==> config.mk <==
export PLATFORM = sky130hd
export DESIGN_NAME = debug_display_unit
export DESIGN_NICKNAME = d
export VERILOG_FILES = /design/src/rtl/debug_display_unit.sv
export SDC_FILE = /design/constraint.sdc
export NUM_CORES = 1
export LEC_CHECK = 0
export ABC_AREA = 1
export ABC_CLOCK_PERIOD_IN_PS = 3900
export CORE_MARGIN = 2
export CORE_UTILIZATION = 55
export CTS_BUF_LIST = sky130_fd_sc_hd__clkbuf_16
export DETAILED_ROUTE_END_ITERATION = 8
export GPL_TIMING_DRIVEN = 0
export PLACE_DENSITY = 0.83
export SLEW_MARGIN = 40
export SYNTH_ARGS = -nofsm -noshare
export SYNTH_HDL_FRONTEND = slang
export SYNTH_SLANG_ARGS = --single-unit
==> constraint.sdc <==
create_clock -name clk -period 3.9 [get_ports clk]
set_input_delay 0.585 -clock clk [delete_from_list [all_inputs] [get_ports clk]]
set_output_delay 0.585 -clock clk [all_outputs]
set_load 0.05 [all_outputs]
==> src/rtl/debug_display_unit.sv <==
// Board-level display/debug unit. It holds the core's display register, a PC
// snapshot, a free-running cycle counter and a write counter. Any of these
// words can be paged onto the LED bank, either from the switches or by timed
// auto-scroll. A sticky halt flag freezes the counters and the captured state
// so the final values stay readable on the board.
//
// Handshake: wr_en is a single-cycle write strobe with no back-pressure. A
// write is accepted on every rising edge where wr_en=1 and halted=0.
module debug_display_unit #(
    parameter int DATA_W        = 32,
    parameter int LED_W         = 16,
    parameter int PAGES         = 2,
    parameter int PAGE_W        = 1,
    parameter int CNT_W         = 32,
    parameter int SCROLL_CYCLES = 50000000
) (
    input  logic              clk,
    input  logic              reset_n,
    input  logic              wr_en,
    input  logic [DATA_W-1:0] wr_data,
    input  logic [DATA_W-1:0] pc,
    input  logic              halt,
    input  logic [1:0]        src_sel,
    input  logic [PAGE_W-1:0] page_sel,
    input  logic              auto_scroll,
    output logic [LED_W-1:0]  led,
    output logic              halted
);

    localparam int SC_W = (SCROLL_CYCLES > 2) ? $clog2(SCROLL_CYCLES) : 1;
    localparam logic [SC_W-1:0] SC_LAST = SC_W'(SCROLL_CYCLES - 1);

    logic [DATA_W-1:0] display_reg;
    logic [DATA_W-1:0] pc_cap;
    logic [CNT_W-1:0]  cycle_cnt;
    logic [CNT_W-1:0]  wr_cnt;
    logic [SC_W-1:0]   scroll_cnt;
    logic [PAGE_W-1:0] auto_page;

    logic              wr_accept;
    logic              running;
    logic [DATA_W-1:0] cycle_ext;
    logic [DATA_W-1:0] wr_ext;
    logic [DATA_W-1:0] sel_word;
    logic [PAGE_W-1:0] page;

    // A write in the cycle halt first rises still lands, since halted is not yet set.
    assign wr_accept = wr_en & ~halted;
    // Counting and PC capture stop in the very cycle halt rises.
    assign running   = ~halted & ~halt;

    // Sticky halt flag, cleared only by reset.
    always_ff @(posedge clk) begin
        if (!reset_n) begin
            halted <= 1'b0;
        end else if (halt) begin
            halted <= 1'b1;
        end
    end

    // Display register and saturating write counter.
    always_ff @(posedge clk) begin
        if (!reset_n) begin
            display_reg <= '0;
            wr_cnt      <= '0;
        end else if (wr_accept) begin
            display_reg <= wr_data;
            if (wr_cnt != '1) begin
                wr_cnt <= wr_cnt + CNT_W'(1);
            end
        end
    end

    // PC snapshot and saturating cycle counter, frozen once halt is seen.
    always_ff @(posedge clk) begin
        if (!reset_n) begin
            pc_cap    <= '0;
            cycle_cnt <= '0;
        end else if (running) begin
            pc_cap <= pc;
            if (cycle_cnt != '1) begin
                cycle_cnt <= cycle_cnt + CNT_W'(1);
            end
        end
    end

    // Auto-scroll timer; leaving auto mode rewinds to page 0 with a full period.
    always_ff @(posedge clk) begin
        if (!reset_n || !auto_scroll) begin
            scroll_cnt <= '0;
            auto_page  <= '0;
        end else if (scroll_cnt == SC_LAST) begin
            scroll_cnt <= '0;
            auto_page  <= auto_page + PAGE_W'(1);
        end else begin
            scroll_cnt <= scroll_cnt + SC_W'(1);
        end
    end

    // Source word selection with zero-extended counters, and page choice.
    always_comb begin
        cycle_ext              = '0;
        cycle_ext[CNT_W-1:0]   = cycle_cnt;
        wr_ext                 = '0;
        wr_ext[CNT_W-1:0]      = wr_cnt;
        case (src_sel)
            2'd0:    sel_word = display_reg;
            2'd1:    sel_word = pc_cap;
            2'd2:    sel_word = cycle_ext;
            default: sel_word = wr_ext;
        endcase
        page = auto_scroll ? auto_page : page_sel;
    end

    // Registered LED drive: selected LED_W slice, page 0 is the LSB slice.
    always_ff @(posedge clk) begin
        if (!reset_n) begin
            led <= '0;
        end else begin
            led <= sel_word[int'(page) * LED_W +: LED_W];
        end
    end

endmodule

**Run 1: nets reached from selected ports**

(4 px per um)
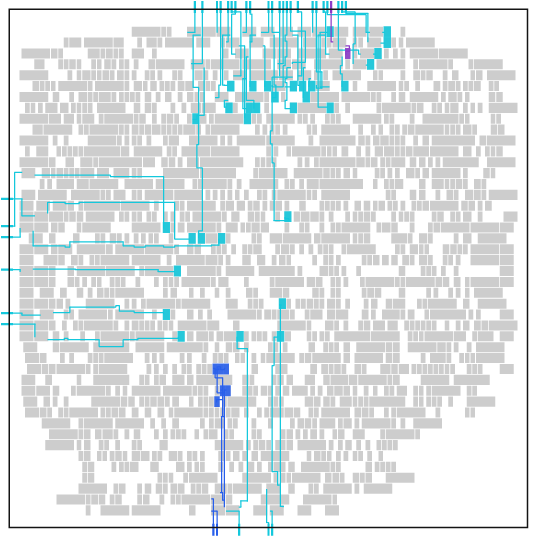
- pc: cyan (direction input; edge 23 top, 6 left, 3 bottom; end cells 32; buffers 32; wire 1090 um)
- halt: purple (direction input; edge top; end cells 1; buffers 1; wire 12.2 um)
- src_sel: blue (direction input; edge bottom; end cells 6; buffers 2; wire 93.1 um)

**Run 1: met3 routing**

(3 px per um) Cells faint in the background.
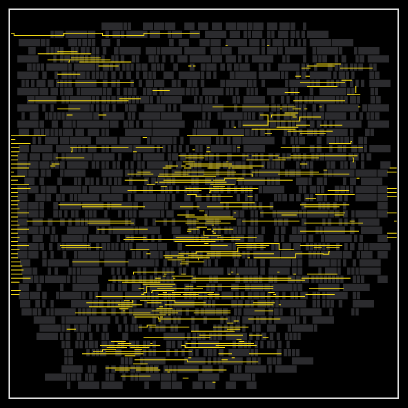
- nets with wire on the layer: 236
- longest straight run: 69.5 um

**Run 1: clock network drawn from the DEF**

(4 px per um)
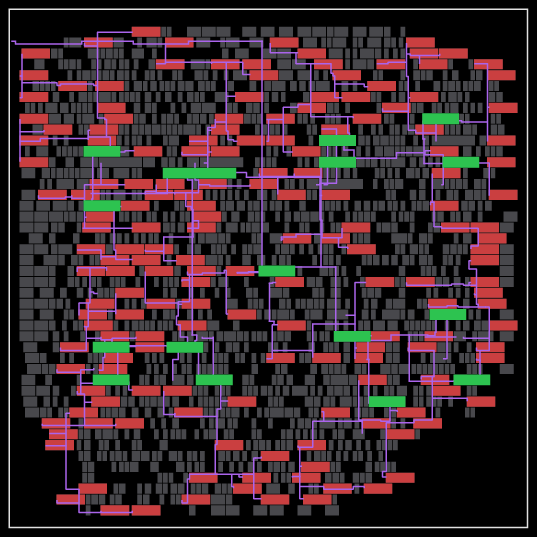
- clock-net drivers: green (count 17)
- flip-flops: red (count 172)
- clock wires: purple (length 1990 um)
- routed clock nets: 18
- flops lie: spread over the die

==> metrics.yaml, run 1 <==
hold_buffers: 0
seq_share: 0.331
drc_errors: 0
layout.nets: 1527
synth_stat.cells: 1346
met1_usage: 0.437
edf_count: 0
insertedDiodeCount: 0
final_cell_area_um2: 10400
buffer_area_frac: 0.108
regToRegStartpoint: "wr_cnt[0]"
first_global_vias: 8263
clk_share: 0.0612
antenna_found_initial: 0
fillers: 1397
gp_congestion: 1.03
yosysChipArea_um2: 8620
run_status: "finished, final reports clean"
whs_endpoint: "scroll_cnt[23]"
flop-count: 172
grt_use_total: 0.329
crit_path_max_fanout: 10
syn_area_per_cell_um2: 6.40
r2r_end: "wr_cnt[28]"
comb-cell-share: 0.444
common_cells: "nand2_1, nor2_1, dfxtp_1"
coreArea_um2: 15300
grt.busiest_layer: "met2"
grt_pass1_wl_um: 42200
yosysUniqueCellTypes: 35
syn_area_um2: 8620
drtPass1Iterations: 6
taps: 211
drive_above_1_share: 0.0464
ctsResizeCount: 0
cts_sinks: 172
most_common_cell: "nand2_1"
synth_top_cell_by_area: "dfxtp_1"
ant_nets: 0
cts_buffer_depth: 2
use_met3: 0.0669
logic_area_um2: 4610
critPathLaunch: "src_sel[1]"
nMultiInputCombCells: 1037
cts_buffers: 17
routed_via_density: 5.63
fp_nets: 1421
pre_cts_slack_ns: 1.24
final_hold_viol_count: 0
ys_seq_share: 0.400
top_layer: "met4"
fin_setup_tns_ns: 0
area_leaders: "dfxtp_1, nand2_1, nor2_1"
crit_path_start_kind: "input port"
hp-class: "flop to flop"
crit_arrival_ns: 2.60
drt_iter0_markers: 1027
met2WireLength_um: 12000
ios: 89
root_buffer: "clkbuf_16"
cts_tree: "yes"
met2_usage: 0.506
dieArea_um2: 16700
layout_setup_ws_ns: 1.62
async_reset_ff_frac: 0
wl_met3_um: 2890
io_buffer_count: 87
m1WireLength_um: 11100
dp.cells: 1644
final_cells: 1676
slew_headroom: 0.521
wl_per_cell_um: 16.3
ff2ff_path_depth: 9
yosys_warnings: 0
hold_depth: 2
## run 1: where the power goes
group	total, mW	leakage (nW)	switching [mW]	internal (mW)
sequential	1.86	1.40	0.0367	1.82
clock	1.84	0.312	0.759	1.09
combinational	0.371	2.00	0.224	0.147
total	4.07	3.72	1.02	3.05
## run 1: cells in the final DEF (no fill, tap or decap), types with 5 or more instances in the layout
cell type and count:
o21ai_0 74, clkdlybuf4s50_1 87, clkbuf_16 17, nand3_1 79, dfxtp_1 172, a21oi_1 85
nand4_1 41, o211ai_1 6, and2_1 5, inv_1 78, xnor2_1 5, nor2_1 321
nand3b_1 5, nor3_1 17, nand2_1 353, buf_2 11, clkbuf_1 33, o2111ai_1 9
xor2_1 11
## run 1: cells by family (layout without fill, tap and decap cells)
| kind of cell | count (synthesis) | in the layout | synth area share |
|---|---|---|---|
| xor+xnor | 16 | 16 | 0.0163 |
| simple gates | 838 | 838 | 0.403 |
| fa+ha+maj | 3 | 3 | 0.00436 |
| buf+inv | 137 | 256 | 0.0652 |
| flops | 172 | 172 | 0.400 |
| compound gates | 180 | 180 | 0.112 |
## run 1: worst max-delay path, stage by stage
cell and delay, ns:
clkdlybuf4s50_1 0.55, nand2_1 0.29, inv_2 0.20, clkbuf_1 0.31, nand2_1 0.15, o2111ai_1 0.15, nand2_1 0.10, a21oi_1 0.28
## run 1: per-stage QoR
stage               total power, mW  hold WS (ns)  utilization
CTS                            4.06         0.461        0.681
global route                   4.18         0.481        0.681
detailed placement             2.26         0.450        0.639
floorplan                      2.09         0.426            -
global placement               2.25         0.442        0.639
finish                         4.07         0.462        0.681
==> run 1 -> run 2 <==
ABC_CLOCK_PERIOD_IN_PS = 2300   (was 3900)
clock period = 2.3 ns   (was 3.9 ns; I/O delays follow)
**Run 2: placement by cell class**

(2 px per um)
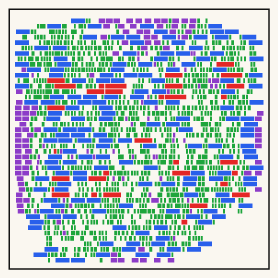
- registers: blue (cells 172)
- clock drivers and dummy loads: red (cells 32)
- remaining logic cells: green (cells 1120)
- remaining buffers and delay cells: purple (cells 141)
post-route cell area: 10400 um2
Seq area share: 0.331
core footprint: 15300 um2
Site Rows: 45

==> run 2 against run 1 <==
Effect of this change: count of clock-buffer cells in the layout stayed put; final cell count stayed put; sequential cell count stayed put; core utilization stayed put; sequential share of layout area stayed put; global-route usage stayed put; critical path depth stayed put; routed wire length stayed put; setup slack worse by 1.4 ns; cell area stayed put; synthesized cell count stayed put; via count stayed put.
==> metrics.yaml, run 2 <==
ant_nets: 0
synthSimpleGateAreaFrac: 0.403
crit_arrival_ns: 2.36
insertedDiodeCount: 0
drv_slew: 0
post_cts_buffers: 0
path_class: "input port to flop"
io_buffer_count: 87
area_leaders: "dfxtp_1, nand2_1, nor2_1"
common_cells: "nand2_1, nor2_1, dfxtp_1"
xor_share: 0.0163
dp.cells: 1644
dieArea_um2: 16700
hp-class: "flop to flop"
fp_nets: 1421
grt_use_total: 0.329
most_common_cell: "nand2_1"
clk-power_mw: 3.13
ys_top_logic_family: "simple AND/OR/NAND/NOR gates"
async_reset_ff_frac: 0
crit_path_start_kind: "input port"
lay_top_cells: "nand2_1, nor2_1, dfxtp_1"
yosysChipArea_um2: 8620
ys_sh_aoi: 0.112
holdWs_ns: 0.462
mostFrequentLayoutCell: "nand2_1"
wl_per_cell_um: 16.3
first_global_vias: 8263
cts_buffers: 17
antenna_found_initial: 0
fin_skew_ns: 0.0120
root_buffer: "clkbuf_16"
cts_buffer_depth: 2
switching_share: 0.250
edf_count: 0
max_cap_violations: 0
setup_viol: 0
top_power_group: "registers"
layout.nets: 1527
drc_errors: 0
ys_sh_mux: 0
power_frac_seq: 0.456
area_growth_pct: 20.5
yosysUniqueCellTypes: 35
tool_warnings: 26
syn-instance-count: 1346
fin_setup_tns_ns: 0
power_leakage_nw: 3.72
final_util: 0.681
fin_crit_ns: 2.04
grt_pass1_wl_um: 42200
ys_seq_share: 0.400
final_cells: 1676
fin_total_pwr_mw: 6.90
p_int_mw: 5.18
dr_total_vias: 9444
synth_top_cell_by_area: "dfxtp_1"
syn_area_per_cell_um2: 6.40
drive_above_1_share: 0.0464
crit_path_max_fanout: 10
yosys_warnings: 0
max_freq_ghz: 0.490
final_hold_viol_count: 0
power_frac_comb: 0.091
drtPass1Iterations: 6
gr-total-overflow: 0
drt_iter0_markers: 1027
die-height_um: 129
comb_cell_power_mw: 0.629
syn_area_um2: 8620
ios: 89
rsz0062_at_grt: "false"
cts_sinks: 172
slew_headroom: 0.521
cts_tree: "yes"
place.detailed.hpwl_um: 21100
seq_power_mw: 3.15
cp.required_ns: 2.62
run_status: "finished, final reports clean"
endpoint_kind: "flop"
synth-main-ff-cell: "dfxtp_1"
wl_um: 27400
switching_power_mw: 1.73
adder_share: 0.00436
gp_congestion: 1.03
ctsResizeCount: 0
synth.top_cell.area_share: 0.400
synth_stat.cells: 1346
routed_via_density: 5.63
hold_buffers: 0
**Run 2: clock network drawn from the DEF**

(4 px per um)
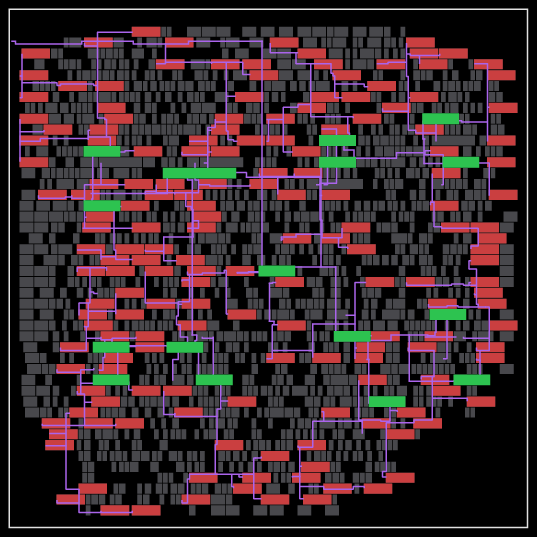
- clock-net drivers: green (count 17)
- clock wires: purple (length 1990 um)
- flip-flops: red (count 172)
- routed clock nets: 18
- flops lie: spread over the die
Clock power frac: 0.453
clk_lat worst skew: 0.44 ns

==> run 2: final timing paths <==
path | end | slack [ns] | startpoint | depth (start not counted)
min | scroll_cnt[23] | 0.46 | scroll_cnt[23] | 2
max | led[5] | 0.26 | src_sel[1] | 8
max reg2reg | wr_cnt[28] | 0.38 | wr_cnt[0] | 9
min reg2reg | scroll_cnt[23] | 0.46 | scroll_cnt[23] | 2
==> run 2: layer usage <==
metal / share of wire / GRT usage / vias up / wire length, um
li1: - / - / 4576 / -
met1: 0.40 / 0.437 / 4216 / 11100
met2: 0.44 / 0.506 / 551 / 12000
met3: 0.11 / 0.0669 / 101 / 2890
met4: 0.053 / 0.173 / 0 / 1450
met5: 0 / 0 / - / 0
==> run 2: through the flow <==
step / area (um2) / setup slack (ns)
after floorplan: 8620 / 0.641
after global placement: 9750 / -0.128
after detailed placement: 9750 / -0.118
after CTS: 10400 / 0.344
after global routing: 10400 / 0.169
final: 10400 / 0.259
==> run 2: area by class of cell <==
type	count	area [um2]
clock inverter	15	210
multi-input combinational	1037	4610
clock buffer	17	425
inverter	83	312
tap	211	264
fill	1397	4870
buffer	54	250
sequential	172	3440
timing repair buffer	87	871
==> run 2: cell families (layout without fill, tap and decap cells) <==
kind of cell	after synthesis	in the layout
XOR/XNOR	16	16
AND/OR/NAND/NOR	838	838
flip-flops	172	172
adder cells (fa/ha/maj)	3	3
AND-OR/OR-AND	180	180
buffers and inverters	137	256
==> run 2: critical path: stages <==
cell and delay [ns]:
clkdlybuf4s50_1 0.55, nand2_1 0.29, inv_2 0.20, clkbuf_1 0.31, nand2_1 0.15, o2111ai_1 0.15
nand2_1 0.10, a21oi_1 0.28
Power is estimated from default activity; no workload was simulated.
